[src/rtl/transaction_engine.sv]
// Purpose : latches amount/key from the switches and moves coins from player 1 to player 2 in the balance RAM.
// Latency : DONE is entered on the 8th clock edge (OK) or the 6th (error), counting the edge that samples start.
// Backpr. : none; start is a level held by the main FSM, DONE is held until start drops or reset_others clears.
// Option  : define TXN_FEE_EN to burn FEE coins from player 1 on every accepted transfer.
module transaction_engine #(
    parameter int unsigned DATA_W   = 8,
    parameter int unsigned ADDR_W   = 2,
    parameter int unsigned P1_ADDR  = 0,
    parameter int unsigned P2_ADDR  = 1,
    parameter int unsigned KEY_ADDR = 2,
    parameter int unsigned FEE      = 1
) (
    input  logic              clock,
    input  logic              resetn,
    input  logic              i_reset_others,
    input  logic              i_load_amount,
    input  logic              i_load_key,
    input  logic              i_start_transaction,
    input  logic [DATA_W-1:0] i_sw_in,
    input  logic [DATA_W-1:0] i_mem_rdata,
    output logic [ADDR_W-1:0] o_mem_addr,
    output logic [DATA_W-1:0] o_mem_wdata,
    output logic              o_mem_we,
    output logic              o_busy,
    output logic              o_finished_transaction,
    output logic [1:0]        o_tx_status,
    output logic [DATA_W-1:0] o_p1_bal,
    output logic [DATA_W-1:0] o_p2_bal
);

    typedef enum logic [3:0] {
        IDLE, RD_KEY, RD_P1, RD_P2, CAP_P2, CHECK, WR_P1, WR_P2, DONE
    } state_t;

    localparam logic [1:0] ST_OK       = 2'b00;
    localparam logic [1:0] ST_BAD_KEY  = 2'b01;
    localparam logic [1:0] ST_NO_FUNDS = 2'b10;
    localparam logic [1:0] ST_OVERFLOW = 2'b11;

    localparam logic [ADDR_W-1:0] A_P1  = ADDR_W'(P1_ADDR);
    localparam logic [ADDR_W-1:0] A_P2  = ADDR_W'(P2_ADDR);
    localparam logic [ADDR_W-1:0] A_KEY = ADDR_W'(KEY_ADDR);

`ifdef TXN_FEE_EN
    localparam bit FEE_ON = 1'b1;
`else
    localparam bit FEE_ON = 1'b0;
`endif
    // Fee is folded into the cost, one bit wider than the data so it cannot wrap.
    localparam logic [DATA_W:0] FEE_ADD = FEE_ON ? (DATA_W+1)'(FEE) : '0;

    state_t            r_state;
    logic [DATA_W-1:0] r_amount;
    logic [DATA_W-1:0] r_key_q;
    logic [DATA_W-1:0] r_key_mem;
    logic [DATA_W-1:0] r_p1_bal;
    logic [DATA_W-1:0] r_p2_bal;
    logic [ADDR_W-1:0] r_mem_addr;
    logic [DATA_W-1:0] r_mem_wdata;
    logic              r_mem_we;
    logic              r_finished;
    logic [1:0]        r_tx_status;

    logic [DATA_W:0]   w_cost;
    logic [DATA_W:0]   w_p2_sum;
    logic [DATA_W-1:0] w_p1_new;
    logic              w_bad_key;
    logic              w_no_funds;
    logic              w_overflow;

    // r_p1_bal/r_p2_bal double as the captured operands: after WR_P1 the old p1 is no longer needed.
    assign w_cost     = {1'b0, r_amount} + FEE_ADD;
    assign w_p2_sum   = {1'b0, r_p2_bal} + {1'b0, r_amount};
    assign w_p1_new   = r_p1_bal - w_cost[DATA_W-1:0];
    assign w_bad_key  = (r_key_q != r_key_mem);
    assign w_no_funds = ({1'b0, r_p1_bal} < w_cost);
    assign w_overflow = w_p2_sum[DATA_W];

    // Transaction FSM with all outputs registered alongside the state.
    always_ff @(posedge clock) begin
        if (!resetn) begin
            r_state     <= IDLE;
            r_amount    <= '0;
            r_key_q     <= '0;
            r_key_mem   <= '0;
            r_p1_bal    <= '0;
            r_p2_bal    <= '0;
            r_mem_addr  <= '0;
            r_mem_wdata <= '0;
            r_mem_we    <= 1'b0;
            r_finished  <= 1'b0;
            r_tx_status <= ST_OK;
        end else if (!i_reset_others) begin
            // Display balances survive a soft clear; an abort after WR_P1 is accepted as non-atomic.
            r_state     <= IDLE;
            r_amount    <= '0;
            r_key_q     <= '0;
            r_mem_addr  <= '0;
            r_mem_we    <= 1'b0;
            r_finished  <= 1'b0;
            r_tx_status <= ST_OK;
        end else begin
            r_mem_we <= 1'b0;
            case (r_state)
                IDLE: begin
                    if (i_load_amount) r_amount <= i_sw_in;
                    if (i_load_key)    r_key_q  <= i_sw_in;
                    if (i_start_transaction) begin
                        r_state    <= RD_KEY;
                        r_mem_addr <= A_KEY;
                    end
                end
                RD_KEY: begin
                    r_state    <= RD_P1;
                    r_mem_addr <= A_P1;
                end
                RD_P1: begin
                    r_key_mem  <= i_mem_rdata;
                    r_state    <= RD_P2;
                    r_mem_addr <= A_P2;
                end
                RD_P2: begin
                    r_p1_bal <= i_mem_rdata;
                    r_state  <= CAP_P2;
                end
                CAP_P2: begin
                    r_p2_bal <= i_mem_rdata;
                    r_state  <= CHECK;
                end
                CHECK: begin
                    if (w_bad_key || w_no_funds || w_overflow) begin
                        r_state     <= DONE;
                        r_finished  <= 1'b1;
                        r_tx_status <= w_bad_key  ? ST_BAD_KEY :
                                       w_no_funds ? ST_NO_FUNDS : ST_OVERFLOW;
                    end else begin
                        r_state     <= WR_P1;
                        r_tx_status <= ST_OK;
                        r_mem_addr  <= A_P1;
                        r_mem_wdata <= w_p1_new;
                        r_mem_we    <= 1'b1;
                        r_p1_bal    <= w_p1_new;
                    end
                end
                WR_P1: begin
                    r_state     <= WR_P2;
                    r_mem_addr  <= A_P2;
                    r_mem_wdata <= w_p2_sum[DATA_W-1:0];
                    r_mem_we    <= 1'b1;
                    r_p2_bal    <= w_p2_sum[DATA_W-1:0];
                end
                WR_P2: begin
                    r_state    <= DONE;
                    r_finished <= 1'b1;
                end
                DONE: begin
                    if (!i_start_transaction) begin
                        r_state    <= IDLE;
                        r_finished <= 1'b0;
                        r_mem_addr <= '0;
                    end
                end
                default: r_state <= IDLE;
            endcase
        end
    end

    assign o_mem_addr             = r_mem_addr;
    assign o_mem_wdata            = r_mem_wdata;
    assign o_mem_we               = r_mem_we;
    assign o_busy                 = (r_state != IDLE);
    assign o_finished_transaction = r_finished;
    assign o_tx_status            = r_tx_status;
    assign o_p1_bal               = r_p1_bal;
    assign o_p2_bal               = r_p2_bal;

endmodule

[config.mk]
export PLATFORM = sky130hd
export DESIGN_NAME = transaction_engine
export DESIGN_NICKNAME = d
export VERILOG_FILES = /design/src/rtl/transaction_engine.sv
export SDC_FILE = /design/constraint.sdc
export NUM_CORES = 1
export LEC_CHECK = 0
export CELL_PAD_IN_SITES_DETAIL_PLACEMENT = 1
export CELL_PAD_IN_SITES_GLOBAL_PLACEMENT = 1
export CORE_MARGIN = 5
export CORE_UTILIZATION = 40
export CTS_CLUSTER_SIZE = 40
export DETAILED_ROUTE_END_ITERATION = 8
export PLACE_DENSITY = 0.89
export SETUP_SLACK_MARGIN = 0.4
export SLEW_MARGIN = 10
export SYNTH_ARGS = -nofsm -noshare
export SYNTH_HDL_FRONTEND = slang
export SYNTH_SLANG_ARGS = --single-unit
[constraint.sdc]
create_clock -name clock -period 3.5 [get_ports clock]
set_clock_uncertainty 0.15 [all_clocks]
set_input_delay 0.35 -clock clock [delete_from_list [all_inputs] [get_ports clock]]
set_output_delay 0.35 -clock clock [all_outputs]
set_load 0.02 [all_outputs]
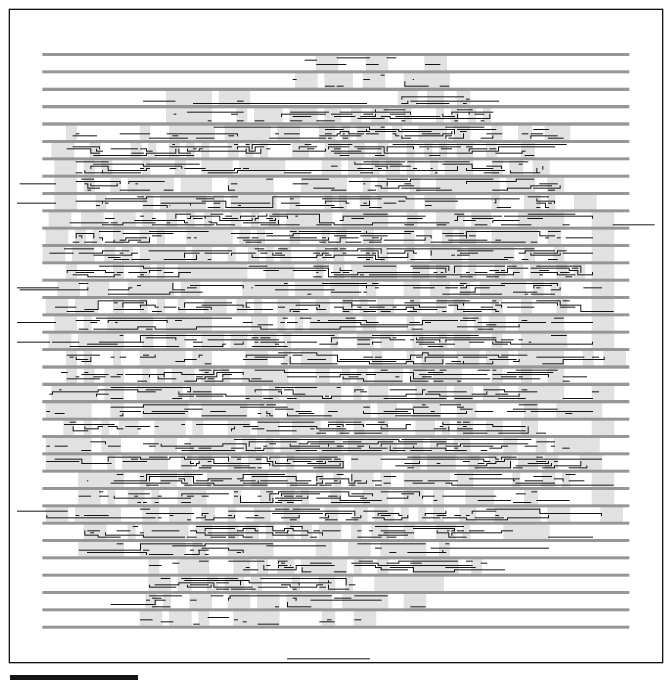
(signal wires on met1)
Scale bar: 20 um. Supply wires on this layer in gray. Cells faint in the background.
- longest straight run: 34.5 um
- main direction: horizontal
- share of all routed wire: 44%
- wire length on this layer: 4,970 um
vias after detailed routing: 3,351
met1 Track Usage GR: 27.94%
total wire length: 11,270 um

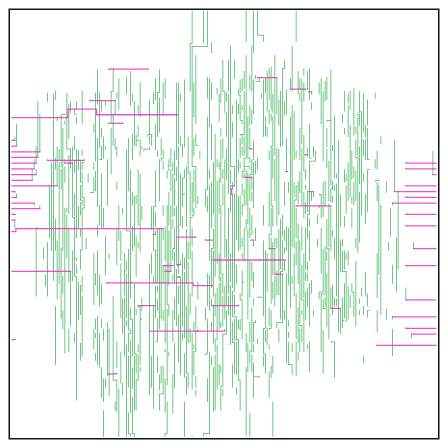
(routed metal, one color a layer)
Two of the layers only.
- metal 2: green (wire length 5,660 um)
- metal 3: magenta (wire length 421 um)
Tot GR Track Use: 22.67%
detailed-route wire length per cell: 19.73 um

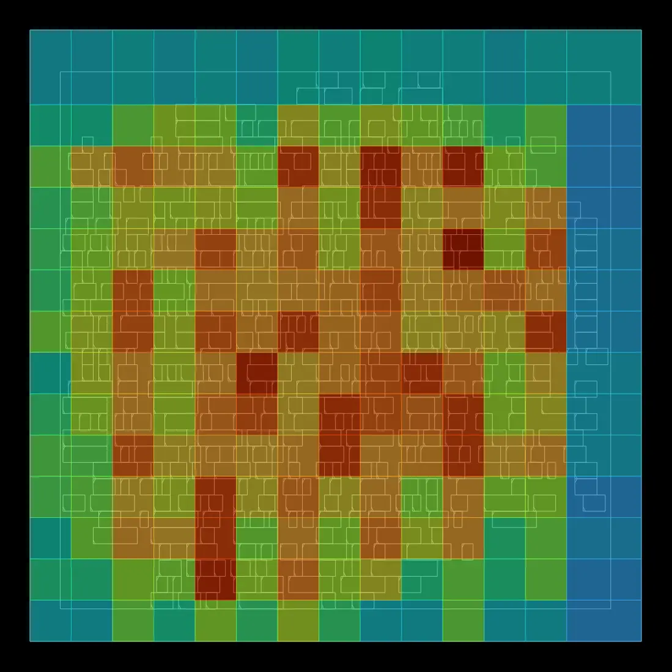
(routing congestion map)
global routing met2 resource utilization: 39.73%
routing usage on met3: 3.754%
most used routing layer in global routing: met2
fin util: 51.02%

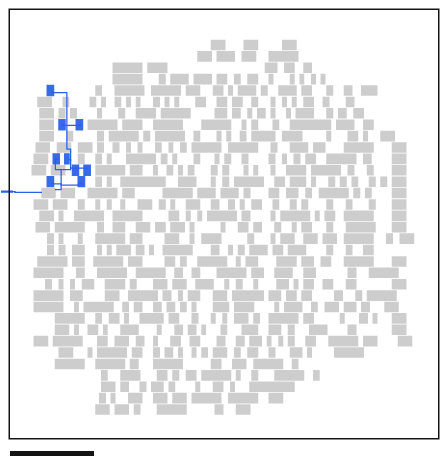
(I/O nets highlighted)
Scale bar: 20 um.
- i_load_key: blue (direction input; edge west; end cells 9; buffers 1; wire 61.4 um)
number of top-level pins: 53
quantity of I/O buffers inserted on ports: 52

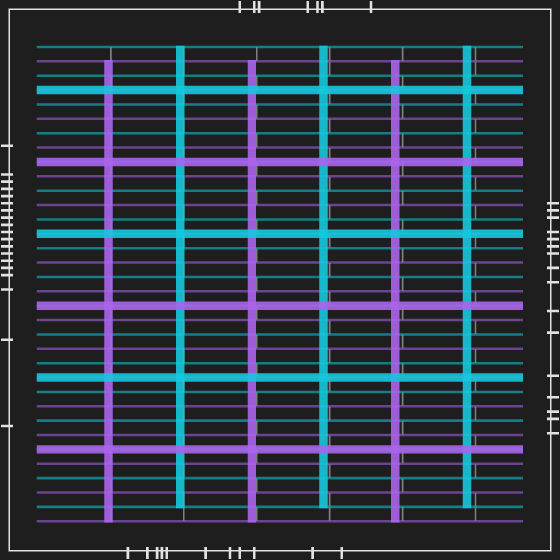
(PDN straps and rails)
Pins as bars on the die edge. Tap cells in gray.
- VSS: purple
- VDD: cyan
- signal pins: 53
- met4 straps: 6
- met5 straps: 6
- rows: 33
- tap cells: 105
VDD IR-drop max: 0.1948 mV
Placeable Area: 8258 um^2
die outline width: 102.2 um

==> results.sh <==
# physical design summary
export IMPL_worstSetupPathType="flip-flop to flip-flop"
export IMPL_ys_warn_count=0
export IMPL_layout_worst_path_cycle_share_pct=80.78
export IMPL_drt_antenna_violating_nets=0
export IMPL_chip_area_um2=10440
export IMPL_yosys_stat_cells=417
export IMPL_comb_power_w=0.000189
export IMPL_seq_power_share_pct=42.9
export IMPL_synth_cells_most_frequent="58 x sky130_fd_sc_hd__dfxtp_1, 44 x sky130_fd_sc_hd__a21oi_1, 44 x sky130_fd_sc_hd__nand2_1"
export IMPL_synth_sequential_area_ratio_pct=34.16
export IMPL_power_density_nw_per_um2=376.3
export IMPL_detailedRoute_firstPassIterationCount=4
export IMPL_setup_reg_to_reg_worst_slack_ns=0.67
export IMPL_tritoncts="yes"
export IMPL_internal_power_w=0.001167
export IMPL_drt_iter0_drc=205
export IMPL_synth_avg_cell_area_um2=8.152
export IMPL_route_layer_met1_wl_um=4972
export IMPL_post_synth_instance_area_um2=3400
export IMPL_post_place_cells=555
export IMPL_number_of_antenna_violations_at_the_first_check_in_global_routing=0
export IMPL_power_clock_fraction_pct=45.2
export IMPL_top_cell="sky130_fd_sc_hd__dfxtp_1"
export IMPL_num_tap_cells=105
export IMPL_r2r_start="o_p1_bal[0]"
export IMPL_postCtsSetupBuffers=0
export IMPL_netlist_top_cells_area="sky130_fd_sc_hd__dfxtp_1 34%, sky130_fd_sc_hd__a21oi_1 6.5%, sky130_fd_sc_hd__ha_1 5.9%"
export IMPL_dp_hpwl_um=8432
export IMPL_top_area_cell_class="logic gates"
export IMPL_grt_pass1_wl_um=18100
export IMPL_worst_ep_arrival_time_ns=2.90
export IMPL_dominantRegCellSynth="sky130_fd_sc_hd__dfxtp_1"
export IMPL_yosys_stat_area_um2=3400
export IMPL_path_max_fanout=16
export IMPL_setup_tns_ns=0
export IMPL_placement_setup_worst_slack_ns=0.7336
export IMPL_outcome="completed"
export IMPL_hold_path_endpoint="r_key_q[0]"
export IMPL_p_switching_w=0.0004184
export IMPL_worst_hold_path_type="flip-flop to flip-flop"
export IMPL_edf_count=0
export IMPL_clk_latency_ns=0.35
export IMPL_worst_path_max_delay_cell="sky130_fd_sc_hd__o31a_2"
export IMPL_cts_inserted_buffers=9
export IMPL_worst_r2r_endpoint="o_mem_wdata[7]"
export IMPL_swShare_pct=26.39
export IMPL_cap_viol_max_count=0
export IMPL_layout_comb_gates_multi_input=320
export IMPL_numSequentialCells=58
export IMPL_cts_sinks=58
export IMPL_layout_drive_gt1_share_pct=7.082
export IMPL_crit_path_end="o_mem_wdata[7]"
export IMPL_num_rows=33
export IMPL_leakage_nw=1.585
export IMPL_postSynthNetCount=457
export IMPL_grt_setup_unrepaired="false"
export IMPL_layout_cells_most_common_list="58 x sky130_fd_sc_hd__dfxtp_1, 52 x sky130_fd_sc_hd__clkdlybuf4s50_1, 44 x sky130_fd_sc_hd__nand2_1, 44 x sky130_fd_sc_hd__a21oi_1, 30 x sky130_fd_sc_hd__nor2_1"
export IMPL_clk_share_pct=5.405
export IMPL_non_clock_inverter_count=16
export IMPL_hold_buffers=0
export IMPL_report_final_slew_viol_count=0
export IMPL_num_nets_final=501
export IMPL_gpl_final_weighted_congestion=0.9398
export IMPL_ff_latch_area_um2=1161
export IMPL_floorplan_core_util_pct=41.17
export IMPL_comb_area_share_pct=49.42
export IMPL_report_power_total_w=0.001585
export IMPL_root_buffer="sky130_fd_sc_hd__clkbuf_8"
export IMPL_vias_per_cell=5.869
export IMPL_asyncSetResetFlopFracSynth_pct=0
==> flip-flops by register name, summed over array words and instances (netlist names) <==
signal	flops
o_mem_wdata	8
o_finished_transaction	1
o_tx_status	2
o_p1_bal	8
r_state	4
o_mem_addr	2
r_key_q	8
r_key_mem	8
o_p2_bal	8
r_amount	8
o_mem_we	1
==> cells by family (layout without fill, tap and decap cells) <==
logic type | after synthesis | count (layout) | synth area share (%)
multiplexers | 15 | 15 | 4.453
AND/OR/NAND/NOR | 156 | 156 | 23.11
AND-OR/OR-AND | 117 | 117 | 22.82
XOR/XNOR | 14 | 14 | 3.607
buffers and inverters | 39 | 88 | 4.784
flip-flops | 58 | 58 | 34.16
adder cells (fa/ha/maj) | 18 | 18 | 7.067
Power is estimated from default activity; no workload was simulated.
